$ cat src/rtl/output_packer.sv
// output_packer
//   Packs PACK consecutive output channels of one pixel, as streamed by the
//   conv core (no back-pressure), into one wide word. Words are queued in a
//   small FIFO and presented on a valid/ready stream together with their word
//   address in the output memory. Lost words and broken lane order are
//   reported through sticky flags rather than being hidden.
//
// Ports
//   clk, arst_n   clock, asynchronous active-low reset
//   in_data       signed element from the core
//   in_valid      element strobe (no ready: the core cannot be stalled)
//   in_x/in_y     pixel column / row of the element
//   in_ch         output channel of the element
//   out_data      packed word, lane k at [k*DATA_WIDTH +: DATA_WIDTH]
//   out_addr      word address of out_data
//   out_valid     FIFO head valid
//   out_ready     sink accepts the head when out_valid & out_ready
//   overflow      sticky: a completed word was dropped on a full FIFO
//   seq_err       sticky: an element arrived out of lane order
//   busy          a partial word is held or the FIFO is non-empty

// One lane holding register of the word being assembled.
module output_packer_lane #(
    parameter int DATA_WIDTH = 16
) (
    input  logic                  clk,
    input  logic                  arst_n,
    input  logic                  we,
    input  logic [DATA_WIDTH-1:0] d,
    output logic [DATA_WIDTH-1:0] q
);
    always_ff @(posedge clk or negedge arst_n) begin
        if (!arst_n)  q <= '0;
        else if (we)  q <= d;
    end
endmodule

module output_packer #(
    parameter int DATA_WIDTH         = 16,
    parameter int PACK               = 4,
    parameter int FIFO_DEPTH         = 4,
    parameter int FEATURE_MAP_WIDTH  = 128,
    parameter int FEATURE_MAP_HEIGHT = 128,
    parameter int OUTPUT_NB_CHANNELS = 64,
    parameter int ADDR_WIDTH         =
        $clog2(FEATURE_MAP_WIDTH*FEATURE_MAP_HEIGHT*OUTPUT_NB_CHANNELS/PACK)
) (
    input  logic                                  clk,
    input  logic                                  arst_n,
    input  logic signed [DATA_WIDTH-1:0]          in_data,
    input  logic                                  in_valid,
    input  logic [$clog2(FEATURE_MAP_WIDTH)-1:0]  in_x,
    input  logic [$clog2(FEATURE_MAP_HEIGHT)-1:0] in_y,
    input  logic [$clog2(OUTPUT_NB_CHANNELS)-1:0] in_ch,
    output logic [PACK*DATA_WIDTH-1:0]            out_data,
    output logic [ADDR_WIDTH-1:0]                 out_addr,
    output logic                                  out_valid,
    input  logic                                  out_ready,
    output logic                                  overflow,
    output logic                                  seq_err,
    output logic                                  busy
);
    localparam int LANE_W        = $clog2(PACK);
    localparam int FW            = $clog2(FIFO_DEPTH);
    localparam int WORDS_PER_PIX = OUTPUT_NB_CHANNELS / PACK;

    // ------------------------------------------------------------------
    // Lane tracking
    // ------------------------------------------------------------------
    logic [LANE_W-1:0] lane;
    logic [LANE_W-1:0] exp_lane;
    logic              match;
    logic              last;

    assign lane  = in_ch[LANE_W-1:0];
    assign match = in_valid && (lane == exp_lane);
    assign last  = match && (exp_lane == LANE_W'(PACK-1));

    // Lanes 0..PACK-2 are registered; the final lane goes straight into the
    // FIFO on the completing edge, so it never needs a holding register.
    logic [PACK-2:0][DATA_WIDTH-1:0] lane_q;
    logic [PACK-2:0]                 lane_we;

    for (genvar k = 0; k < PACK-1; k++) begin : g_lane
        // Lane 0 is always written on a lane-0 strobe: either it is the
        // expected lane, or it restarts a word after an order violation.
        assign lane_we[k] = in_valid && (lane == LANE_W'(k)) && (match || k == 0);

        output_packer_lane #(.DATA_WIDTH(DATA_WIDTH)) u_lane (
            .clk    (clk),
            .arst_n (arst_n),
            .we     (lane_we[k]),
            .d      (in_data),
            .q      (lane_q[k])
        );
    end

    logic [PACK*DATA_WIDTH-1:0] push_word;

    for (genvar k = 0; k < PACK; k++) begin : g_word
        if (k == PACK-1) begin : g_tail
            assign push_word[k*DATA_WIDTH +: DATA_WIDTH] = in_data;
        end else begin : g_held
            assign push_word[k*DATA_WIDTH +: DATA_WIDTH] = lane_q[k];
        end
    end

    // Word address, taken from the lane-0 element only. All terms are
    // widened to ADDR_WIDTH before the arithmetic so nothing is truncated.
    logic [ADDR_WIDTH-1:0] addr_calc;
    logic [ADDR_WIDTH-1:0] word_addr;

    assign addr_calc = (ADDR_WIDTH'(in_y) * ADDR_WIDTH'(FEATURE_MAP_WIDTH) + ADDR_WIDTH'(in_x))
                     * ADDR_WIDTH'(WORDS_PER_PIX) + ADDR_WIDTH'(in_ch >> LANE_W);

    always_ff @(posedge clk or negedge arst_n) begin
        if (!arst_n) begin
            exp_lane  <= '0;
            word_addr <= '0;
            seq_err   <= 1'b0;
        end else if (in_valid) begin
            if (!match)
                seq_err <= 1'b1;
            if (lane == '0) begin
                // Lane 0 always (re)starts a word, in or out of order.
                exp_lane  <= LANE_W'(1);
                word_addr <= addr_calc;
            end else if (match) begin
                // PACK is a power of two, so PACK-1 wraps back to 0 here.
                exp_lane  <= exp_lane + 1'b1;
            end else begin
                exp_lane  <= '0;
            end
        end
    end

    // ------------------------------------------------------------------
    // Packed-word FIFO
    // ------------------------------------------------------------------
    logic [PACK*DATA_WIDTH-1:0] mem_data [FIFO_DEPTH];
    logic [ADDR_WIDTH-1:0]      mem_addr [FIFO_DEPTH];
    logic [FW-1:0]              wptr;
    logic [FW-1:0]              rptr;
    logic [FW:0]                count;
    logic                       empty;
    logic                       full;
    logic                       pop;
    logic                       wr;

    assign empty = (count == '0);
    assign full  = (count == (FW+1)'(FIFO_DEPTH));
    assign pop   = !empty && out_ready;
    // A full FIFO still takes a word when its head leaves the same edge.
    assign wr    = last && (!full || pop);

    always_ff @(posedge clk) begin
        if (wr) begin
            mem_data[wptr] <= push_word;
            mem_addr[wptr] <= word_addr;
        end
    end

    always_ff @(posedge clk or negedge arst_n) begin
        if (!arst_n) begin
            wptr     <= '0;
            rptr     <= '0;
            count    <= '0;
            overflow <= 1'b0;
        end else begin
            if (last && full && !pop)
                overflow <= 1'b1;
            // Pointers wrap naturally since FIFO_DEPTH is a power of two.
            if (wr)
                wptr <= wptr + 1'b1;
            if (pop)
                rptr <= rptr + 1'b1;
            case ({wr, pop})
                2'b10:   count <= count + 1'b1;
                2'b01:   count <= count - 1'b1;
                default: count <= count;
            endcase
        end
    end

    // Head is gated by !empty so the stream reads as zero whenever nothing
    // is queued (including straight out of reset, when memory is stale).
    assign out_valid = !empty;
    assign out_data  = empty ? '0 : mem_data[rptr];
    assign out_addr  = empty ? '0 : mem_addr[rptr];
    assign busy      = (exp_lane != '0) || !empty;

endmodule
$ cat config.mk
export PLATFORM = sky130hd
export DESIGN_NAME = output_packer
export DESIGN_NICKNAME = d
export VERILOG_FILES = /design/src/rtl/output_packer.sv
export SDC_FILE = /design/constraint.sdc
export NUM_CORES = 1
export LEC_CHECK = 0
export CORE_ASPECT_RATIO = 1.2
export CORE_MARGIN = 8
export CORE_UTILIZATION = 35
export DETAILED_ROUTE_END_ITERATION = 6
export DONT_BUFFER_PORTS = 1
export GPL_TIMING_DRIVEN = 0
export SYNTH_ARGS = -nofsm -noshare
export SYNTH_HDL_FRONTEND = slang
export SYNTH_SLANG_ARGS = --single-unit
$ cat constraint.sdc
create_clock -name clk -period 5 [get_ports clk]
set_input_delay 1 -clock clk [delete_from_list [all_inputs] [get_ports clk]]
set_output_delay 1 -clock clk [all_outputs]
set_load 0.03 [all_outputs]
==> ci_impl_report.md, run 1 <==
## PnR job results

| Metric | Value |
|---|---|
| CTS tree | done |
| Clk tree area frac | 0.0789 |
| Sw power | 2.88 mW |
| Detailed Routing Iterations Pass 1 | 4 |
| Final Max Slew Viols | 0 |
| Tot Pwr | 9.47 mW |
| Comb pwr share | 0.245 |
| Warning total across the stage logs | 30 |
| Seq area share | 0.661 |
| Internal cell power | 6.59 mW |
| Top flop regs | mem_data (256), mem_addr (72), g_lane.u_lane.q (48) |
| Setup Skew | 0.0124 ns |
| Most frequent cell after synthesis | edfxtp_1 |
| Top reg by flops | mem_data |
| Port Buffers | 0 |
| Total GRT Usage | 0.131 |
| Critical path buffers and inverters | 4 |
| FFs & Latches | 405 |
| Aoi share | 0.00691 |
| Global routing's busiest layer | met2 |
| PwrDens | 532 nW/um^2 |
| Top-Level Pins | 126 |
| Status | complete, no violations |
| Avg WL per Cell | 24.6 um |
| Global-route wire length before repair | 50300 um |
| Clock network power | 3.13 mW |
| Comb. cell area | 3610 um^2 |
| Metal-1 WL | 14100 um |
| Die height | 247 um |
| Clk root buf | clkbuf_16 |
| Top logic family | multiplexers |
| Cell area leaders | edfxtp_1, dfrtp_1, mux4_2, mux2_2, and2_1 |
| EDFF count, synth | 328 |
| Crit path depth | 6 |
| Post-route setup slack | 1.16 ns |
| Setup TNS | 0 ns |
| Largest area contributor in the netlist | edfxtp_1 |
| Die x size | 209 um |
| Reg clk slew, reported paths | 0.06 ns |
| Cts hold-fix bufs | 0 |
| DP Worst Slack | 1.61 ns |
| Worst setup path endpoint | out_data[21] |
| Clk pwr share | 0.331 |
| Initial antenna violation count | 2 |
| DP HPWL | 20800 um |
| Synth cell count leaders | edfxtp_1, and2_1, mux4_2 |
| Largest cell class | sequential cells |
| RSZ-0062 raised after global routing | no |
| Final cell count without fillers | 1381 |
| FILL cells | 3932 |
-- run 1: placed cells by master, fill, tap and decap left out, types with 3 or more instances in the layout --
| cell type | n |
|---|---|
| o221a_2 | 3 |
| ha_1 | 6 |
| mux4_2 | 82 |
| clkbuf_8 | 3 |
| mux2_2 | 59 |
| clkinv_1 | 5 |
| clkbuf_16 | 45 |
| clkinv_2 | 9 |
| buf_2 | 14 |
| and2_4 | 4 |
| nand3_1 | 3 |
| nand2_1 | 6 |
| dfrtp_1 | 77 |
| xnor2_1 | 6 |
| nor2_1 | 4 |
| and2_1 | 83 |
| buf_16 | 4 |
| clkbuf_1 | 29 |
| inv_1 | 5 |
| bufinv_16 | 3 |
| edfxtp_1 | 328 |
| mux2_4 | 9 |
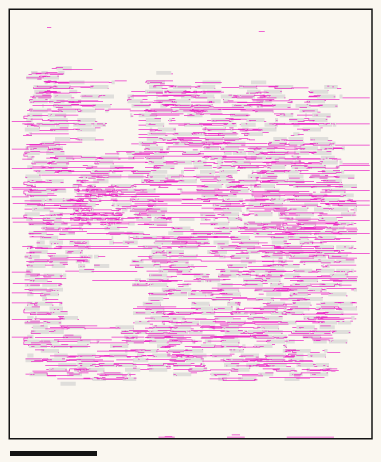
run_1/met1.png
Scale bar: 50 um. Cells faint in the background.
share of all routed wire: 41%
wire length on this layer: 14100 um

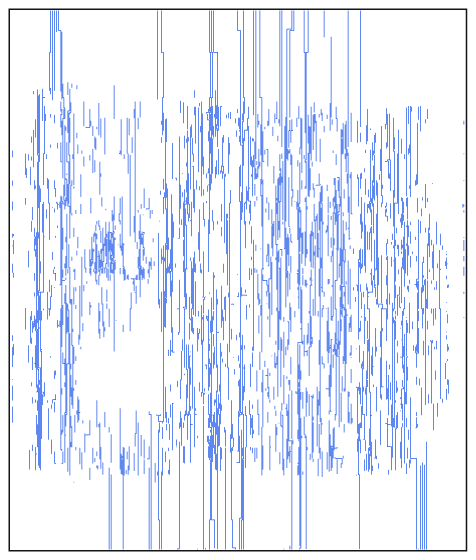
run_1/met2.png
nets with wire on the layer: 765
wire length on this layer: 17000 um
share of all routed wire: 50%

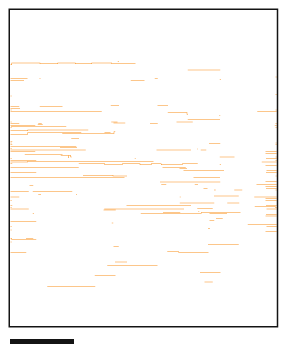
run_1/met3.png
Scale bar: 50 um.
nets with wire on the layer: 97
main direction: horizontal
wire length on this layer: 2270 um

==> run 1 -> run 2 <==
==> constraint.sdc (replaced) <==
create_clock -name clk -period 3.8 [get_ports clk]
set_input_delay 0.76 -clock clk [delete_from_list [all_inputs] [get_ports clk]]
set_output_delay 0.76 -clock clk [all_outputs]
set_load 0.03 [all_outputs]
==> run 2 against run 1 <==
Register-to-register slack lost 1.3 ns. Sequential power grew 32%. Clock skew rose by 0.0019 ns. Critical path type unchanged. Highest routed layer is now met4.
==> ci_impl_report.md, run 2 <==
## PnR job results

| Metric | Value |
|---|---|
| Crit path depth | 4 |
| Global routing's busiest layer | met2 |
| Cell area leaders | edfxtp_1, dfrtp_1, mux4_2, mux2_2, and2_1 |
| EDFF count, synth | 328 |
| Synth cell count leaders | edfxtp_1, and2_1, mux4_2 |
| Internal cell power | 8.79 mW |
| Critical path buffers and inverters | 2 |
| Most used logic cell in the final layout | edfxtp_1 |
| Top flop regs | mem_data (256), mem_addr (72), g_lane.u_lane.q (48) |
| Initial antenna violation count | 1 |
| Largest area contributor in the netlist | edfxtp_1 |
| RSZ-0062 raised after global routing | no |
| Clk tree area frac | 0.0815 |
| FILL cells | 3894 |
| Worst setup path endpoint | out_data[29] |
| Final Max Slew Viols | 0 |
| Setup Skew | 0.0143 ns |
| Avg WL per Cell | 24.5 um |
| Detailed Routing Iterations Pass 1 | 4 |
| Top-Level Pins | 126 |
| Status | complete, no violations |
| Sw power | 3.82 mW |
| Clk root buf | clkbuf_16 |
| PwrDens | 705 nW/um^2 |
| Top reg by flops | mem_data |
| Final cell count without fillers | 1381 |
| Largest cell class | sequential cells |
| Post-route setup slack | 0.167 ns |
| DP HPWL | 20800 um |
| Reg clk slew, reported paths | 0.06 ns |
| Metal-1 WL | 14000 um |
| Die height | 247 um |
| Warning total across the stage logs | 30 |
| DP Worst Slack | 0.575 ns |
| FFs & Latches | 405 |
run 2: cell count changes in the layout (fill, tap and decap cells not counted), sizes merged:
cell      previous run  this run
clkinv              16        12
clkinvlp             1         4
bufinv               3         5
buf                 21        22
clkbuf              78        77
inv                  8         7
run 2: cell families after synthesis:
| kind of cell | count (synthesis) | synth area share |
|---|---|---|
| compound gates | 12 | 0.00691 |
| xor+xnor | 6 | 0.00337 |
| fa+ha+maj | 7 | 0.00610 |
| buf+inv | 42 | 0.0128 |
| flops | 405 | 0.756 |
| mux | 151 | 0.170 |
| simple gates | 113 | 0.0445 |
run 2: what timing repair did:
action / CTS / global route
gates resized: 1 / 0
endpoints found under the hold margin: 77 / 0
endpoints found under the setup margin: 4 / 0
hold buffers: 1 / 0
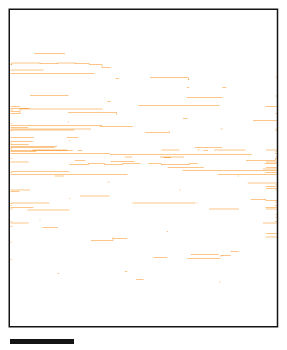
run_2/met3.png
Scale bar: 50 um.
wire length on this layer: 2260 um
share of all routed wire: 6.7%
main direction: horizontal
nets with wire on the layer: 89

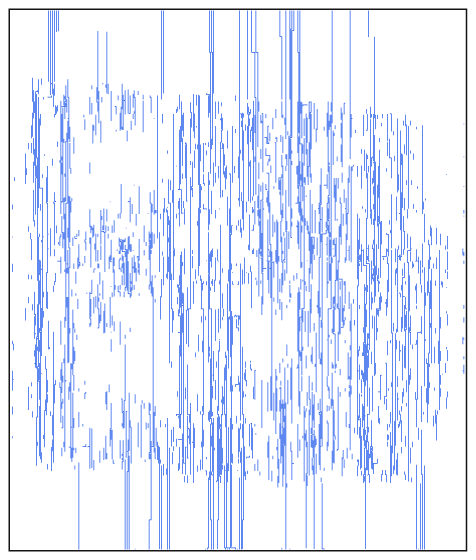
run_2/met2.png
longest straight run: 100 um
wire length on this layer: 17000 um
main direction: vertical
nets with wire on the layer: 767

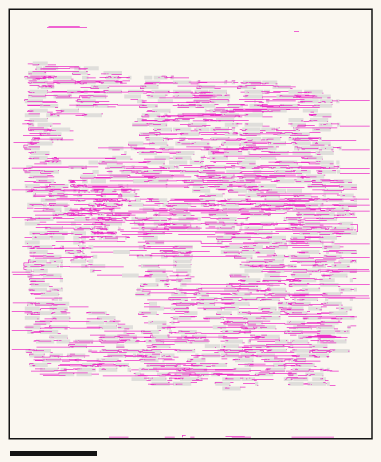
run_2/met1.png
Scale bar: 50 um. Cells faint in the background.
longest straight run: 69.5 um
share of all routed wire: 41%

==> run 2 -> run 3 <==
--- a/config.mk
+++ b/config.mk
@@ -8,6 +8,7 @@
 export CORE_ASPECT_RATIO = 1.2
 export CORE_MARGIN = 8
 export CORE_UTILIZATION = 35
+export CTS_CLUSTER_DIAMETER = 50
 export DETAILED_ROUTE_END_ITERATION = 6
 export DONT_BUFFER_PORTS = 1
 export GPL_TIMING_DRIVEN = 0
==> run 3 against run 2 <==
Die area unchanged. Sequential cell count is the same. Clock power shrank 2%. First-iteration DRC count up 6.8%. Area after synthesis stayed put. Wire length up 0.12%. Non-clock buffer count unchanged. Global-route usage up 0.092 points.
==> ci_impl_report.md, run 3 <==
## PnR job results

| Metric | Value |
|---|---|
| Top-Level Pins | 126 |
| Top flop regs | mem_data (256), mem_addr (72), g_lane.u_lane.q (48) |
| Reg clk slew, reported paths | 0.06 ns |
| FFs & Latches | 405 |
| Clk pwr share | 0.332 |
| Port Buffers | 0 |
| Status | complete, no violations |
| Cell area leaders | edfxtp_1, dfrtp_1, mux4_2, mux2_2, and2_1 |
| Global routing's busiest layer | met2 |
| Most used logic cell in the final layout | edfxtp_1 |
| Avg WL per Cell | 24.5 um |
| Mux frac, synth | 0.170 |
| Final cell count without fillers | 1382 |
| Synth cell count leaders | edfxtp_1, and2_1, mux4_2 |
| Xor+xnor area frac | 0.00337 |
| Worst setup path endpoint | out_data[29] |
| Largest cell class | sequential cells |
| Critical path buffers and inverters | 2 |
| Internal cell power | 8.67 mW |
| Seq area share | 0.660 |
| DP Worst Slack | 0.575 ns |
| Die x size | 209 um |
| Detailed Routing Iterations Pass 1 | 4 |
| Setup Skew | 0.0221 ns |
| FILL cells | 3901 |
| Largest area contributor in the netlist | edfxtp_1 |
| Warning total across the stage logs | 30 |
| Adder-Cell Fraction of Synth Area | 0.00610 |
| Clk root buf | clkbuf_16 |
| Initial antenna violation count | 1 |
| Simple Share, Synth | 0.0445 |
| Most frequent cell after synthesis | edfxtp_1 |
| RSZ-0062 raised after global routing | no |
| Final Max Slew Viols | 0 |
| Top reg by flops | mem_data |
| Comb. cell area | 3610 um^2 |
| Metal-1 WL | 13500 um |
| Setup TNS | 0 ns |
| Die height | 247 um |
| CTS tree | done |
| Total GRT Usage | 0.131 |
| DP HPWL | 20800 um |
| PwrDens | 701 nW/um^2 |
| Post-route setup slack | 0.140 ns |
| Top cells excl fill/tap | edfxtp_1, and2_1, mux4_2, dfrtp_1, mux2_2 |
| Sw power | 3.84 mW |
| Buffers excl. clock | 41 |
[run 3: power by group through the flow]
| stage | clock network (mW) | registers [mW] | logic, mW |
|---|---|---|---|
| 6_report | 4.16 | 5.28 | 3.07 |
| 5_1_grt | 4.42 | 5.31 | 3.32 |
| 4_1_cts | 4.28 | 5.28 | 3.22 |
| 3_5_place_dp | 0 | 5.37 | 3.18 |
| 3_3_place_gp | 0 | 5.35 | 3.17 |
| 2_1_floorplan | 0 | 5.31 | 2.44 |
[run 3: repair_timing]
action                     CTS  global route
hold buffers                 1             0
setup endpoints to repair   10             7
resized                      1             2
hold endpoints to repair    77             0
pin swaps                    0             0
[run 3: kinds of logic after synthesis]
logic type	Yosys count
flops	405
mux	151
simple gates	113
buf+inv	42
compound gates	12
fa+ha+maj	7
xor+xnor	6
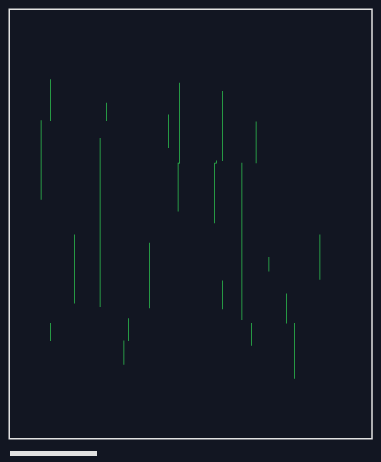
run_3/met4.png
Scale bar: 50 um.
main direction: vertical
nets with wire on the layer: 6
longest straight run: 97.2 um
share of all routed wire: 2.0%

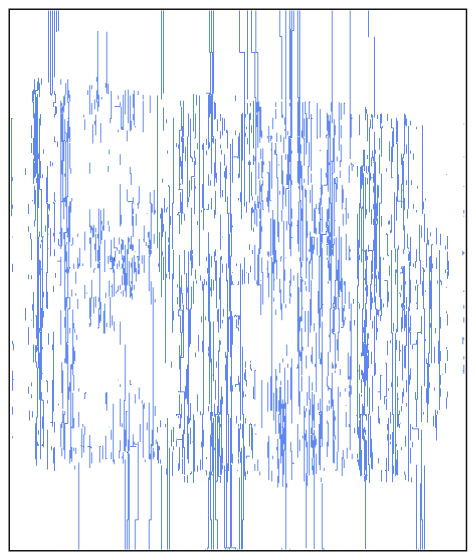
run_3/met2.png
nets with wire on the layer: 769
share of all routed wire: 50%
wire length on this layer: 17000 um

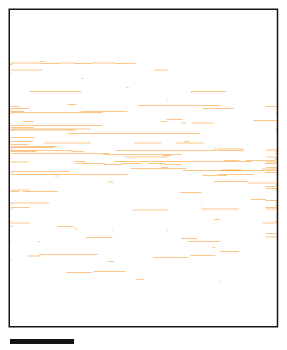
run_3/met3.png
Scale bar: 50 um.
nets with wire on the layer: 93
main direction: horizontal
share of all routed wire: 7.7%
wire length on this layer: 2620 um

No activity file was given, so power comes from the tool's default toggle rates.
